**src/rtl/serial_adder.sv**
```systemverilog
// rtl/serial_adder.sv - bit-serial LSB-first adder, one full adder plus carry flop
// Optional signed-overflow output ovf enabled by defining SERIAL_ADDER_OVF_EN.
module serial_adder #(
    parameter int WIDTH = 4
) (
    input  logic             clk,
    input  logic             rst,
    input  logic             start,
    input  logic [WIDTH-1:0] in1,
    input  logic [WIDTH-1:0] in2,
    output logic [WIDTH-1:0] sum,
    output logic             carry,
`ifdef SERIAL_ADDER_OVF_EN
    output logic             ovf,
`endif
    output logic             busy,
    output logic             done
);

    localparam logic [1:0] IDLE = 2'd0;
    localparam logic [1:0] RUN  = 2'd1;
    localparam logic [1:0] DONE = 2'd2;

    localparam int CW = $clog2(WIDTH + 1);
    localparam logic [CW-1:0] CNT_LAST = CW'(WIDTH - 1);
    localparam logic [CW-1:0] CNT_END  = CW'(WIDTH);

    logic [1:0]       state;
    logic [WIDTH-1:0] a_q;
    logic [WIDTH-1:0] b_q;
    logic [CW-1:0]    cnt;
    logic             fa_sum;
    logic             fa_cout;

    // carry holds the running carry flop, so it is also the final carry-out
    assign fa_sum  = a_q[0] ^ b_q[0] ^ carry;
    assign fa_cout = (a_q[0] & b_q[0]) | (a_q[0] & carry) | (b_q[0] & carry);

    always_ff @(posedge clk or posedge rst) begin
        if (rst) begin
            state <= IDLE;
            a_q   <= '0;
            b_q   <= '0;
            cnt   <= '0;
            sum   <= '0;
            carry <= 1'b0;
            busy  <= 1'b0;
            done  <= 1'b0;
`ifdef SERIAL_ADDER_OVF_EN
            ovf   <= 1'b0;
`endif
        end else begin
            case (state)
                IDLE: begin
                    if (start) begin
                        a_q   <= in1;
                        b_q   <= in2;
                        carry <= 1'b0;
                        cnt   <= '0;
                        busy  <= 1'b1;
                        state <= RUN;
`ifdef SERIAL_ADDER_OVF_EN
                        ovf   <= 1'b0;
`endif
                    end
                end
                RUN: begin
                    if (cnt == CNT_END) begin
                        busy  <= 1'b0;
                        done  <= 1'b1;
                        state <= DONE;
                    end else begin
                        sum   <= {fa_sum, sum[WIDTH-1:1]};
                        a_q   <= a_q >> 1;
                        b_q   <= b_q >> 1;
                        carry <= fa_cout;
                        cnt   <= cnt + CW'(1);
`ifdef SERIAL_ADDER_OVF_EN
                        // carry into the MSB is the flop value before this edge
                        if (cnt == CNT_LAST) ovf <= carry ^ fa_cout;
`endif
                    end
                end
                DONE: begin
                    done <= 1'b0;
                    if (start) begin
                        a_q   <= in1;
                        b_q   <= in2;
                        carry <= 1'b0;
                        cnt   <= '0;
                        busy  <= 1'b1;
                        state <= RUN;
`ifdef SERIAL_ADDER_OVF_EN
                        ovf   <= 1'b0;
`endif
                    end else begin
                        state <= IDLE;
                    end
                end
                default: begin
                    state <= IDLE;
                    busy  <= 1'b0;
                    done  <= 1'b0;
                end
            endcase
        end
    end

endmodule

```
**config.mk**
```make
export PLATFORM = sky130hd
export DESIGN_NAME = serial_adder
export DESIGN_NICKNAME = d
export VERILOG_FILES = /design/src/rtl/serial_adder.sv
export SDC_FILE = /design/constraint.sdc
export NUM_CORES = 1
export LEC_CHECK = 0
export CORE_MARGIN = 5
export CORE_UTILIZATION = 35
export CTS_CLUSTER_DIAMETER = 50
export CTS_CLUSTER_SIZE = 30
export DETAILED_ROUTE_END_ITERATION = 16
export PLACE_DENSITY = 0.58
export SLEW_MARGIN = 25
export SYNTH_ARGS = -nofsm -noshare
export SYNTH_HDL_FRONTEND = slang
export SYNTH_SLANG_ARGS = --single-unit
```
**constraint.sdc**
```tcl
create_clock -name clk -period 4.7 [get_ports clk]
set_clock_uncertainty 0.2 [all_clocks]
set_input_delay 0.705 -clock clk [delete_from_list [all_inputs] [get_ports clk]]
set_output_delay 0.705 -clock clk [all_outputs]
set_load 0.02 [all_outputs]
```
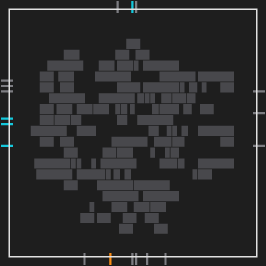
Fig. 1. Pin map (run 1).
Scale: 4 px per um. Pins as bars across the die edge, other pins in gray.
legend:
  in2:
    color: cyan
    pins: 4
    direction: input
    edge: 3 west, 1 north
  carry:
    color: orange
    pins: 1
    direction: output
    edge: south
all pins by edge: 6 south, 6 west, 3 east, 3 north

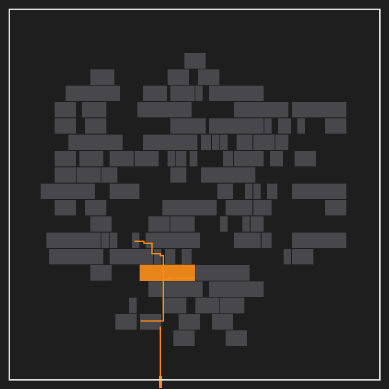
Fig. 2. I/O nets highlighted (run 1).
Scale: 6 px per um.
legend:
  carry:
    color: orange
    bits: 1
    direction: output
    edge: south
    end_cells: 1
    buffers: 1
    wire: 35.2 um

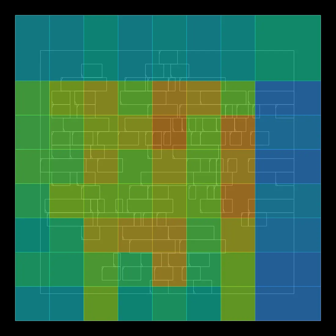
Fig. 3. Routing congestion map (run 1).
Util after Layout: 46.6%
grt peak-use layer: met2
Total Routing Usage GR: 10.8%
GR Layer Usage met2: 17.2%

==> run_results.csv, run 1 <==
group,metric,value,unit
final_timing,fmax,451,MHz
critical_path,reg2reg_to,"b_q[2]",
synthesis,top_area_share,53.9,%
drt,drcViolationCount,0,
critical_path,startpoint_type,"flip-flop",
synthesis,async_flop_share,100,%
final_layout,nets,110,
drt,m1WireLength,781,um
placed_design,io_buffers,17,
synthesis,yosys-stat-area,928,um^2
final_layout,comb_cells,46,
critical_path,endpoint,"carry",
floorplan,rows,18,
outcome,status,"completed",
synthesis,synthTopCellsByArea,"dfrtp_1 (54%), mux2_2 (15%), mux2i_1 (6.5%), inv_1 (3.2%), nand2_1 (2.8%)",
critical_path,crit_cells,1,
pwr,leakagePower,0.534,nW
synthesis,ys_seq_share,53.9,%
placed_design,dpl.hpwl,1.20,mm
final_layout,sh_comb_area,33.5,%
final_timing,setup_ws,2.48,ns
final_layout,buffer_area_share,14.6,%
critical_path,crit_type,"reg -> out",
final_timing,rsz0062_at_grt,"no",
final_timing,min_period,2.22,ns
final_timing,drv_slew,0,
final_timing,whs,0.283,ns
critical_path,crit_path_top_delay_cell,"clkdlybuf4s50_1",
critical_path,critPathTopFamily,"buffers and inverters",
pwr,p_seq,0.000313,W
Fig. 4: run 1, wiring by layer
Scale: 6 px per um.
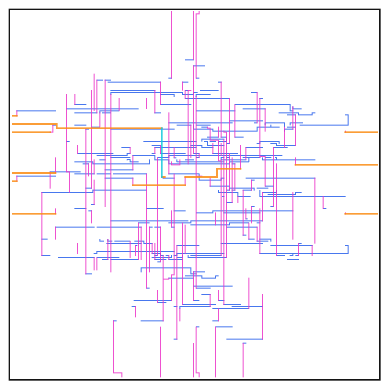

==> run 2, diff against run 1 <==
PLACE_DENSITY = 0.6   (was 0.58)
clock period = 1.85 ns   (was 4.7 ns; I/O delays follow)
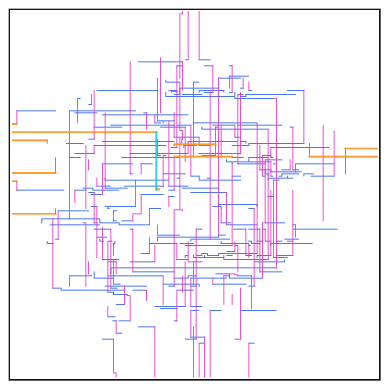
Fig. 5. Wiring by layer (run 2).
Scale: 6 px per um.
legend:
  met3:
    color: orange
    wire_length: 78.7 um
  met4:
    color: cyan
    wire_length: 9.50 um
  met1:
    color: blue
    wire_length: 789 um
  met2:
    color: magenta
    wire_length: 856 um

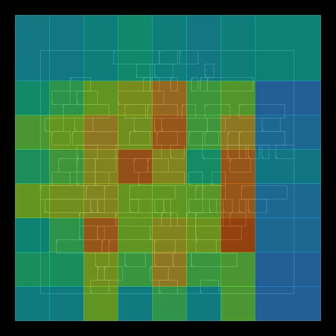
Fig. 6. Routing congestion map (run 2).
grt met3 use: 4.19%
met1 GRT Util: 12.7%
GR Layer Usage met2: 19.6%

==> run_results.csv, run 2 <==
group,metric,value,unit
final_layout,post-route-util,49.3,%
final_timing,fmax,563,MHz
pwr,leakagePower,0.580,nW
drt,m1WireLength,789,um
critical_path,crit_type,"reg -> out",
final_layout,sh_comb_area,32.3,%
placed_design,io_buffers,17,
global_routing,grt_usage,11.1,%
critical_path,critPathTopFamily,"buffers and inverters",
placed_design,dpl.hpwl,1.34,mm
critical_path,crit_cells,1,
final_timing,whs,0.0851,ns
final_layout,nets,118,
synthesis,synthTopCellsByArea,"dfrtp_1 (54%), mux2_2 (15%), mux2i_1 (6.5%), inv_1 (3.2%), nand2_1 (2.8%)",
synthesis,xor_area_share,0,%
outcome,status,"completed",
final_timing,setup_ws,0.0738,ns
critical_path,endpoint,"carry",
final_timing,drv_slew,0,
floorplan,nWellTaps,30,
critical_path,crit_path_top_delay_cell,"clkdlybuf4s50_1",
final_timing,rsz0062_at_grt,"no",
critical_path,startpoint_type,"flip-flop",
synthesis,ys_seq_share,53.9,%
floorplan,rows,18,
drt,drcViolationCount,0,
drt,wl_met3,78,um
final_layout,buffer_area_share,18.7,%
global_routing,top_usage_layer,"met2",
pwr,intPower,0.00141,W
global_routing,grt_pass1_wl,3.08,mm
synthesis,yosys-stat-area,928,um^2
pwr,p_seq,0.000762,W
synthesis,async_flop_share,100,%
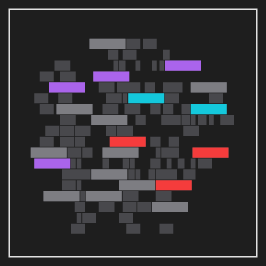
Fig. 7. Where the registers sit (run 2).
Scale: 4 px per um. Other sequential cells in the stronger gray, the rest of the logic in the fainter gray.
legend:
  cnt:
    color: red
    placed_flops: 3
  state:
    color: cyan
    placed_flops: 2
  a_q:
    color: purple
    placed_flops: 4

No activity file was given, so power comes from the tool's default toggle rates.
